==> config.mk <==
export PLATFORM = sky130hd
export DESIGN_NAME = alu_mc
export DESIGN_NICKNAME = d
export VERILOG_FILES = /design/src/rtl/alu_mc.sv
export SDC_FILE = /design/constraint.sdc
export NUM_CORES = 1
export LEC_CHECK = 0
export CAP_MARGIN = 20
export CORE_MARGIN = 2
export CORE_UTILIZATION = 25
export DETAILED_ROUTE_END_ITERATION = 10
export GPL_TIMING_DRIVEN = 0
export PLACE_DENSITY = 0.48
export SYNTH_ARGS = -nofsm -noshare
export SYNTH_HDL_FRONTEND = slang
export SYNTH_SLANG_ARGS = --single-unit
==> constraint.sdc <==
create_clock -name clk -period 4.65 [get_ports clk]
set_input_delay 0.93 -clock clk [delete_from_list [all_inputs] [get_ports clk]]
set_output_delay 0.93 -clock clk [all_outputs]
set_load 0.01 [all_outputs]
==> src/rtl/alu_mc.sv <==
// alu_mc: multi-cycle RV integer ALU with valid/ready on both sides.
// Base ops complete on the accepting edge. M-extension ops run one bit per cycle.
// Optional feature macro: ALU_MULDIV_EN.
//   Defined:   mul/div datapath and BUSY state are built.
//   Undefined: any muldiv op completes at base latency with illegal=1.
module alu_mc #(
   parameter int XLEN    = 32,
   parameter int SHAMT_W = $clog2(XLEN)
) (
   input  logic            clk,
   input  logic            rst,
   input  logic            in_valid,
   output logic            in_ready,
   input  logic [2:0]      func3,
   input  logic            func,
   input  logic            muldiv,
   input  logic [XLEN-1:0] op_a,
   input  logic [XLEN-1:0] op_b,
   output logic            out_valid,
   input  logic            out_ready,
   output logic [XLEN-1:0] result,
   output logic            overflow,
   output logic            illegal
);

`ifdef ALU_MULDIV_EN
   typedef enum logic [1:0] {ST_IDLE = 2'd0, ST_BUSY = 2'd1, ST_DONE = 2'd2} state_t;
   localparam int CNT_W = $clog2(XLEN);
`else
   typedef enum logic [1:0] {ST_IDLE = 2'd0, ST_DONE = 2'd2} state_t;
`endif

   state_t              state_r, state_s;
   logic                in_ready_r, out_valid_r, overflow_r, illegal_r;
   logic [XLEN-1:0]     result_r;
   logic                load_s, load_ovf_s, load_ill_s;
   logic [XLEN-1:0]     load_res_s;
   logic [XLEN-1:0]     base_res_s, add_s, sub_s;
   logic                base_ovf_s, base_ill_s;
   logic [SHAMT_W-1:0]  shamt_s;

   assign add_s   = op_a + op_b;
   assign sub_s   = op_a - op_b;
   assign shamt_s = op_b[SHAMT_W-1:0];

`ifdef ALU_MULDIV_EN
   logic [CNT_W-1:0]    cnt_r;
   logic [XLEN-1:0]     hi_r, lo_r, mb_r, a_r;
   logic [2:0]          f3_r;
   logic                sa_r, sb_r, start_s, sa_s, sb_s, div_ge_s;
   logic [XLEN-1:0]     mag_a_s, mag_b_s, hi_n_s, lo_n_s, div_diff_s, md_res_s;
   logic [XLEN:0]       mul_sum_s, div_sh_s;
   logic [2*XLEN-1:0]   md_prod_s;

   // Operand signedness and magnitudes for the mul/div op being accepted
   always_comb begin
      if (func3[2]) begin
         sa_s = ~func3[0] & op_a[XLEN-1];
         sb_s = ~func3[0] & op_b[XLEN-1];
      end else begin
         sa_s = ((func3[1:0] == 2'b01) || (func3[1:0] == 2'b10)) & op_a[XLEN-1];
         sb_s = (func3[1:0] == 2'b01) & op_b[XLEN-1];
      end
      mag_a_s = sa_s ? (-op_a) : op_a;
      mag_b_s = sb_s ? (-op_b) : op_b;
   end

   // One shift-add or restoring-divide step plus the sign-fixed final result
   always_comb begin
      mul_sum_s  = {1'b0, hi_r} + (lo_r[0] ? {1'b0, mb_r} : {(XLEN+1){1'b0}});
      div_sh_s   = {hi_r, lo_r[XLEN-1]};
      div_ge_s   = (div_sh_s >= {1'b0, mb_r});
      div_diff_s = div_sh_s[XLEN-1:0] - mb_r;
      if (f3_r[2]) begin
         hi_n_s = div_ge_s ? div_diff_s : div_sh_s[XLEN-1:0];
         lo_n_s = {lo_r[XLEN-2:0], div_ge_s};
      end else begin
         hi_n_s = mul_sum_s[XLEN:1];
         lo_n_s = {mul_sum_s[0], lo_r[XLEN-1:1]};
      end
      md_prod_s = (sa_r ^ sb_r) ? (-{hi_n_s, lo_n_s}) : {hi_n_s, lo_n_s};
      case (f3_r)
         3'b000:                 md_res_s = md_prod_s[XLEN-1:0];
         3'b001, 3'b010, 3'b011: md_res_s = md_prod_s[2*XLEN-1:XLEN];
         3'b100:  md_res_s = (mb_r == '0) ? {XLEN{1'b1}} : ((sa_r ^ sb_r) ? (-lo_n_s) : lo_n_s);
         3'b101:  md_res_s = (mb_r == '0) ? {XLEN{1'b1}} : lo_n_s;
         3'b110:  md_res_s = (mb_r == '0) ? a_r : (sa_r ? (-hi_n_s) : hi_n_s);
         3'b111:  md_res_s = (mb_r == '0) ? a_r : hi_n_s;
         default: md_res_s = '0;
      endcase
   end

   // Iterative mul/div state: load magnitudes on accept, step once per BUSY cycle
   always_ff @(posedge clk) begin
      if (rst) begin
         cnt_r <= '0;
         hi_r  <= '0;
         lo_r  <= '0;
         mb_r  <= '0;
         a_r   <= '0;
         f3_r  <= 3'b000;
         sa_r  <= 1'b0;
         sb_r  <= 1'b0;
      end else if (start_s) begin
         cnt_r <= '0;
         hi_r  <= '0;
         lo_r  <= mag_a_s;
         mb_r  <= mag_b_s;
         a_r   <= op_a;
         f3_r  <= func3;
         sa_r  <= sa_s;
         sb_r  <= sb_s;
      end else if (state_r == ST_BUSY) begin
         cnt_r <= cnt_r + CNT_W'(1);
         hi_r  <= hi_n_s;
         lo_r  <= lo_n_s;
      end
   end
`endif

   // Single-cycle base op result, overflow and legality for the presented operands
   always_comb begin
      base_res_s = '0;
      base_ovf_s = 1'b0;
      base_ill_s = 1'b0;
      if (func && (func3 != 3'b000) && (func3 != 3'b101)) begin
         base_ill_s = 1'b1;
      end else begin
         case (func3)
            3'b000: begin
               if (func) begin
                  base_res_s = sub_s;
                  base_ovf_s = (op_a[XLEN-1] == ~op_b[XLEN-1]) && (sub_s[XLEN-1] != op_a[XLEN-1]);
               end else begin
                  base_res_s = add_s;
                  base_ovf_s = (op_a[XLEN-1] == op_b[XLEN-1]) && (add_s[XLEN-1] != op_a[XLEN-1]);
               end
            end
            3'b001:  base_res_s = op_a << shamt_s;
            3'b010:  base_res_s = {{(XLEN-1){1'b0}}, ($signed(op_a) < $signed(op_b))};
            3'b011:  base_res_s = {{(XLEN-1){1'b0}}, (op_a < op_b)};
            3'b100:  base_res_s = op_a ^ op_b;
            3'b101: begin
               if (func) begin
                  base_res_s = $unsigned($signed(op_a) >>> shamt_s);
               end else begin
                  base_res_s = op_a >> shamt_s;
               end
            end
            3'b110:  base_res_s = op_a | op_b;
            3'b111:  base_res_s = op_a & op_b;
            default: base_ill_s = 1'b1;
         endcase
      end
   end

   // Next state and the value to capture into the output registers
   always_comb begin
      state_s    = state_r;
      load_s     = 1'b0;
      load_res_s = base_res_s;
      load_ovf_s = base_ovf_s;
      load_ill_s = base_ill_s;
`ifdef ALU_MULDIV_EN
      start_s    = 1'b0;
`endif
      case (state_r)
         ST_IDLE: begin
            if (in_valid) begin
               if (muldiv) begin
`ifdef ALU_MULDIV_EN
                  if (func) begin
                     state_s    = ST_DONE;
                     load_s     = 1'b1;
                     load_res_s = '0;
                     load_ovf_s = 1'b0;
                     load_ill_s = 1'b1;
                  end else begin
                     state_s = ST_BUSY;
                     start_s = 1'b1;
                  end
`else
                  state_s    = ST_DONE;
                  load_s     = 1'b1;
                  load_res_s = '0;
                  load_ovf_s = 1'b0;
                  load_ill_s = 1'b1;
`endif
               end else begin
                  state_s = ST_DONE;
                  load_s  = 1'b1;
               end
            end else begin
               state_s = ST_IDLE;
            end
         end
`ifdef ALU_MULDIV_EN
         ST_BUSY: begin
            if (cnt_r == CNT_W'(XLEN-1)) begin
               state_s    = ST_DONE;
               load_s     = 1'b1;
               load_res_s = md_res_s;
               load_ovf_s = 1'b0;
               load_ill_s = 1'b0;
            end else begin
               state_s = ST_BUSY;
            end
         end
`endif
         ST_DONE: begin
            if (out_ready) begin
               state_s = ST_IDLE;
            end else begin
               state_s = ST_DONE;
            end
         end
         default: state_s = ST_IDLE;
      endcase
   end

   // State register and registered handshake/result outputs
   always_ff @(posedge clk) begin
      if (rst) begin
         state_r     <= ST_IDLE;
         in_ready_r  <= 1'b1;
         out_valid_r <= 1'b0;
         result_r    <= '0;
         overflow_r  <= 1'b0;
         illegal_r   <= 1'b0;
      end else begin
         state_r     <= state_s;
         in_ready_r  <= (state_s == ST_IDLE);
         out_valid_r <= (state_s == ST_DONE);
         if (load_s) begin
            result_r   <= load_res_s;
            overflow_r <= load_ovf_s;
            illegal_r  <= load_ill_s;
         end
      end
   end

   assign in_ready  = in_ready_r;
   assign out_valid = out_valid_r;
   assign result    = result_r;
   assign overflow  = overflow_r;
   assign illegal   = illegal_r;

endmodule

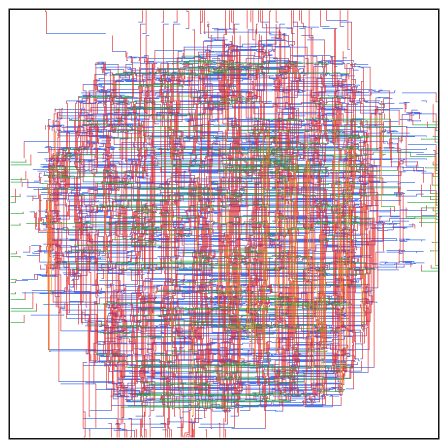
*Metal layers overlaid*
[met3] green | wire length: 6,250 um
[met1] blue | wire length: 26.3 mm
[met2] red | wire length: 26.8 mm
[met4] orange | wire length: 2,630 um
post-DR wirelength/cell: 29.7 um
Total Wirelength: 62,000 um
gr usage total: 29.1%

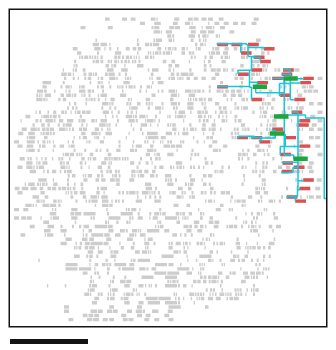
*Clock wires, drivers and flops*
Bar = 50 um.
[flip-flops] red | count: 36
[cells driving clock nets] green | count: 5
[clock wires] cyan | length: 557 um
routed clock nets: 6

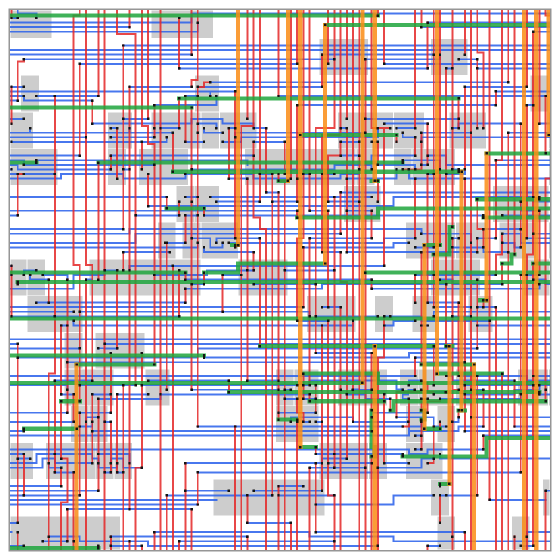
*Close-up of the layout*
Region (82, 41) to (122, 81) um. Cells in grey, sequential cells in the stronger grey; small squares are vias.
[met2] red
[met4] orange
[met3] green
[met1] blue
most frequent: nor2_1 (18), mux2i_1 (14)
sequential cells in the window: 0
cells with their middle in the window: 72

==> flow_summary_export.csv <==
group,metric,value,unit
grt,grt_max_degree,20,
worst_setup_path,required,4.81,ns
yosys,ys_cells,1455,
route,drt_iter0_markers,1612,
yosys,top_logic_kind,"AND-OR/OR-AND gates",
worst_setup_path,cp_cell_sequence,"clkdlybuf4s50_1 -> buf_2 -> buf_2 -> buf_2 -> buf_2 -> mux4_2 -> o21ai_0 -> o221ai_1 -> o221ai_1 -> nand2_1",
finish,mostFrequentLayoutCell,"a21oi_1",
yosys,adder_share,12.7,%
worst_setup_path,regToRegSetupSlack,2.13,ns
place,pre_cts_ws,-0.926,ns
run_status,status,"complete, no violations",
floorplanning,die_area,41200,sq um
yosys,yosysTopAreaCell,"ha_1",
final_timing,rsz0062_at_grt,"false",
clock_network,postCtsSetupBuffers,1,
yosys,ys_types,82,
yosys,yosys_most_used_dff,"dfxtp_1",
clock_network,cts.htree.levels,2,
route,drtAntennaViolNets,0,
yosys,netlist.area_leader.share,12.2,%
yosys,top_cell,"a21oi_1",
clock_network,numCtsBuffers,5,
final_timing,tightest_slew,1.09,ns
grt,grt_pass1_vias,11700,
route,dr_total_vias,12400,
floorplanning,die_h,203,um
clock_network,clk_pin_slew,0.06,ns
final_timing,fmax,0.219,GHz
worst_setup_path,max_stage_delay,0.67,ns
worst_setup_path,worstSetupStartpointType,"input port",
flow_run,timing.max_cap.violations,0,
worst_setup_path,critPathMostFrequentCell,"buf_2",
clock_network,clockBufferDepth,2,
worst_setup_path,cp_max_fo,10,
route,vias_per_cell,5.96,
finish,fin_area,11800,sq um
route,drc,0,
worst_setup_path,arrival,4.74,ns
floorplanning,num_rows,72,
final_timing,fin_crit_sh,98.3,%
finish,fin_nets,1739,
worst_setup_path,crit_family,"buffers and inverters",
pwr,p_leak,4.72,nW
grt,grt_pass1_wl,87100,um
final_timing,final-hold-violation-count,0,
clock_network,cts_tree,"done",
worst_setup_path,r2r-start,"out_valid",
min_path,hold_end,"result[15]",
worst_setup_path,critical-path-slowest-cell,"o21ai_0",
finish,drive_above_1_share,8.35,%
clock_network,cts.repair.resized,7,
pwr,p_per_area,183,nW/um^2
yosys,ys_ff,36,
yosys,synth.cell_area,9910,sq um
floorplanning,ios,109,
yosys,yosysWarnings,0,
floorplanning,fp_util,25.5,%
clock_network,clock_sinks,36,
yosys,mux_share,14.7,%
yosys,yosys_area,9910,sq um
yosys,synth-compound-area-share,35.9,%
route,first_pass_iters,7,
worst_setup_path,crit_type,"in -> reg",
final_timing,layout_setup_ws,0.0772,ns
min_path,worstHoldPathCells,2,
clock_network,cts_hold_buffers,0,
final_timing,period_minus_slack,4.57,ns
worst_setup_path,path_buffers,5,
yosys,synth-xor-area-share,2.83,%
final_timing,slew_headroom,27.4,%
clock_network,clock_latency,0.29,ns
place,place_hpwl,51000,um
final_timing,finalSetupViolCount,0,
final_timing,maxSlewViolCount,0,
yosys,syn_area_per_cell,6.81,sq um
pwr,ir_drop,0.000122,V
finish,mostFrequentLayoutCells,"a21oi_1 (179), nor2_1 (159), o21ai_0 (144), nand2_1 (139), clkdlybuf4s50_1 (100)",
worst_setup_path,worstSetupEndpointType,"register",
flow_run,warnings,91,
yosys,async_flop_share,0,%
place,gp_congestion,1.07,
yosys,syn_inst,1455,
finish,area_delta_synth_final,19.3,%
yosys,synth_seq_share,7.27,%
grt,antenna_found_initial,0,
final_timing,final.setup_skew,0.00906,ns
clock_network,clock-root-buffer,"clkbuf_16",
place,place_area,11600,sq um
finish,n_antenna_cell,0,
grt,grt-ovfl-total,0,
worst_setup_path,r2r_end,"result[16]",
place,numPortBuffers,105,
finish,register_area,721,sq um
yosys,floorplan.nets,1627,
floorplanning,die_w,203,um
worst_setup_path,worstRegToRegCells,8,
yosys,edf_count,0,
yosys,top_cells_by_area,"ha_1 (12%), a21oi_1 (9.0%), o21ai_0 (7.4%), dfxtp_1 (7.3%), mux2i_1 (6.4%)",
min_path,min_from,"result[15]",
yosys,simple_gate_share,17.8,%
finish,fill_cells,4420,
yosys,synth.top_cells.by_count,"a21oi_1 (179), nor2_1 (159), o21ai_0 (146)",
min_path,hp-class,"reg -> reg",
finish,comb_area,8340,sq um
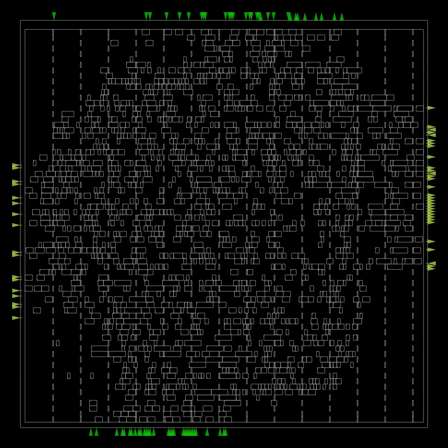
*Cell outlines without signal wires*
seq_cells: 36
sequential fraction of total cell area: 6.10%
tap cells: 518
fin util: 30.4%
Core ar.: 38,900 sq um

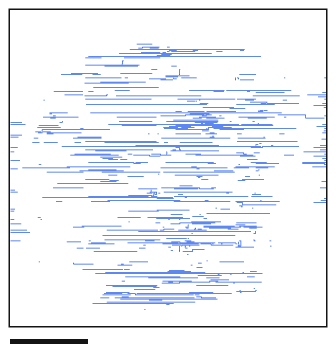
*M3 wires*
Bar = 50 um.
wire length on this layer: 6,250 um
main direction: horizontal
nets with wire on the layer: 331
longest straight run: 128 um
share of all routed wire: 10%

## per-stage QoR
stage	util [%]	cells	power [mW]	TNS, ns	hold slack [ns]
after floorplan	-	1455	1.14	0	0.463
after detailed placement	29.8	2078	1.75	-16.99	0.438
final	30.4	2086	2.16	0	0.445
after global placement	29.8	2078	1.77	-17.85	0.434
after CTS	30.2	2083	2.10	0	0.446
after global routing	30.4	2086	2.24	0	0.478
## tightest hold or removal path, delay by kind of cell (launching register included)
kind	cells	cell delay [ns]
flip-flops	1	0.31
AND/OR/NAND/NOR	2	0.09
## layer usage
| metal | routed length, um | global-route usage [%] | up-vias |
|---|---|---|---|
| met1 | 26300 | 39.7 | 6013 |
| met4 | 2630 | 9.85 | 0 |
| met2 | 26800 | 45.8 | 758 |
| met3 | 6250 | 5.71 | 122 |
| li1 | - | - | 5539 |
| met5 | 0 | 0 | - |
## area by class of cell
cell class	count	share of cell area [%]
clock inverter	2	0.127
clock buffer	6	1.17
timing repair buffer	109	9.19
tap	518	5.48
multi-input combinational	1206	70.5
sequential	36	6.10
inverter	97	3.19
buffer	112	4.25
## where the power goes
part | switching (mW) | internal, mW
clock network | 0.134 | 0.213
logic | 1.01 | 0.475
registers | 0.00759 | 0.318
## registers in the layout, summed over array words and instances (netlist names)
| signal | cells |
|---|---|
| out_valid | 1 |
| result | 32 |
| overflow | 1 |
| illegal | 1 |
| in_ready | 1 |
## worst max-delay path by stage
stage                  from    endpoint  slack, ns  cells past startpoint
floorplan           op_b[2]  result[26]       0.59                     14
global placement    op_b[2]  result[23]      -0.96                     15
detailed placement  op_b[2]  result[23]      -0.93                     15
CTS                 op_b[4]  result[24]      0.006                     13
global route        op_b[0]  result[27]       0.04                     11
finish              op_b[0]  result[15]       0.08                     10
Power is estimated from default activity; no workload was simulated.
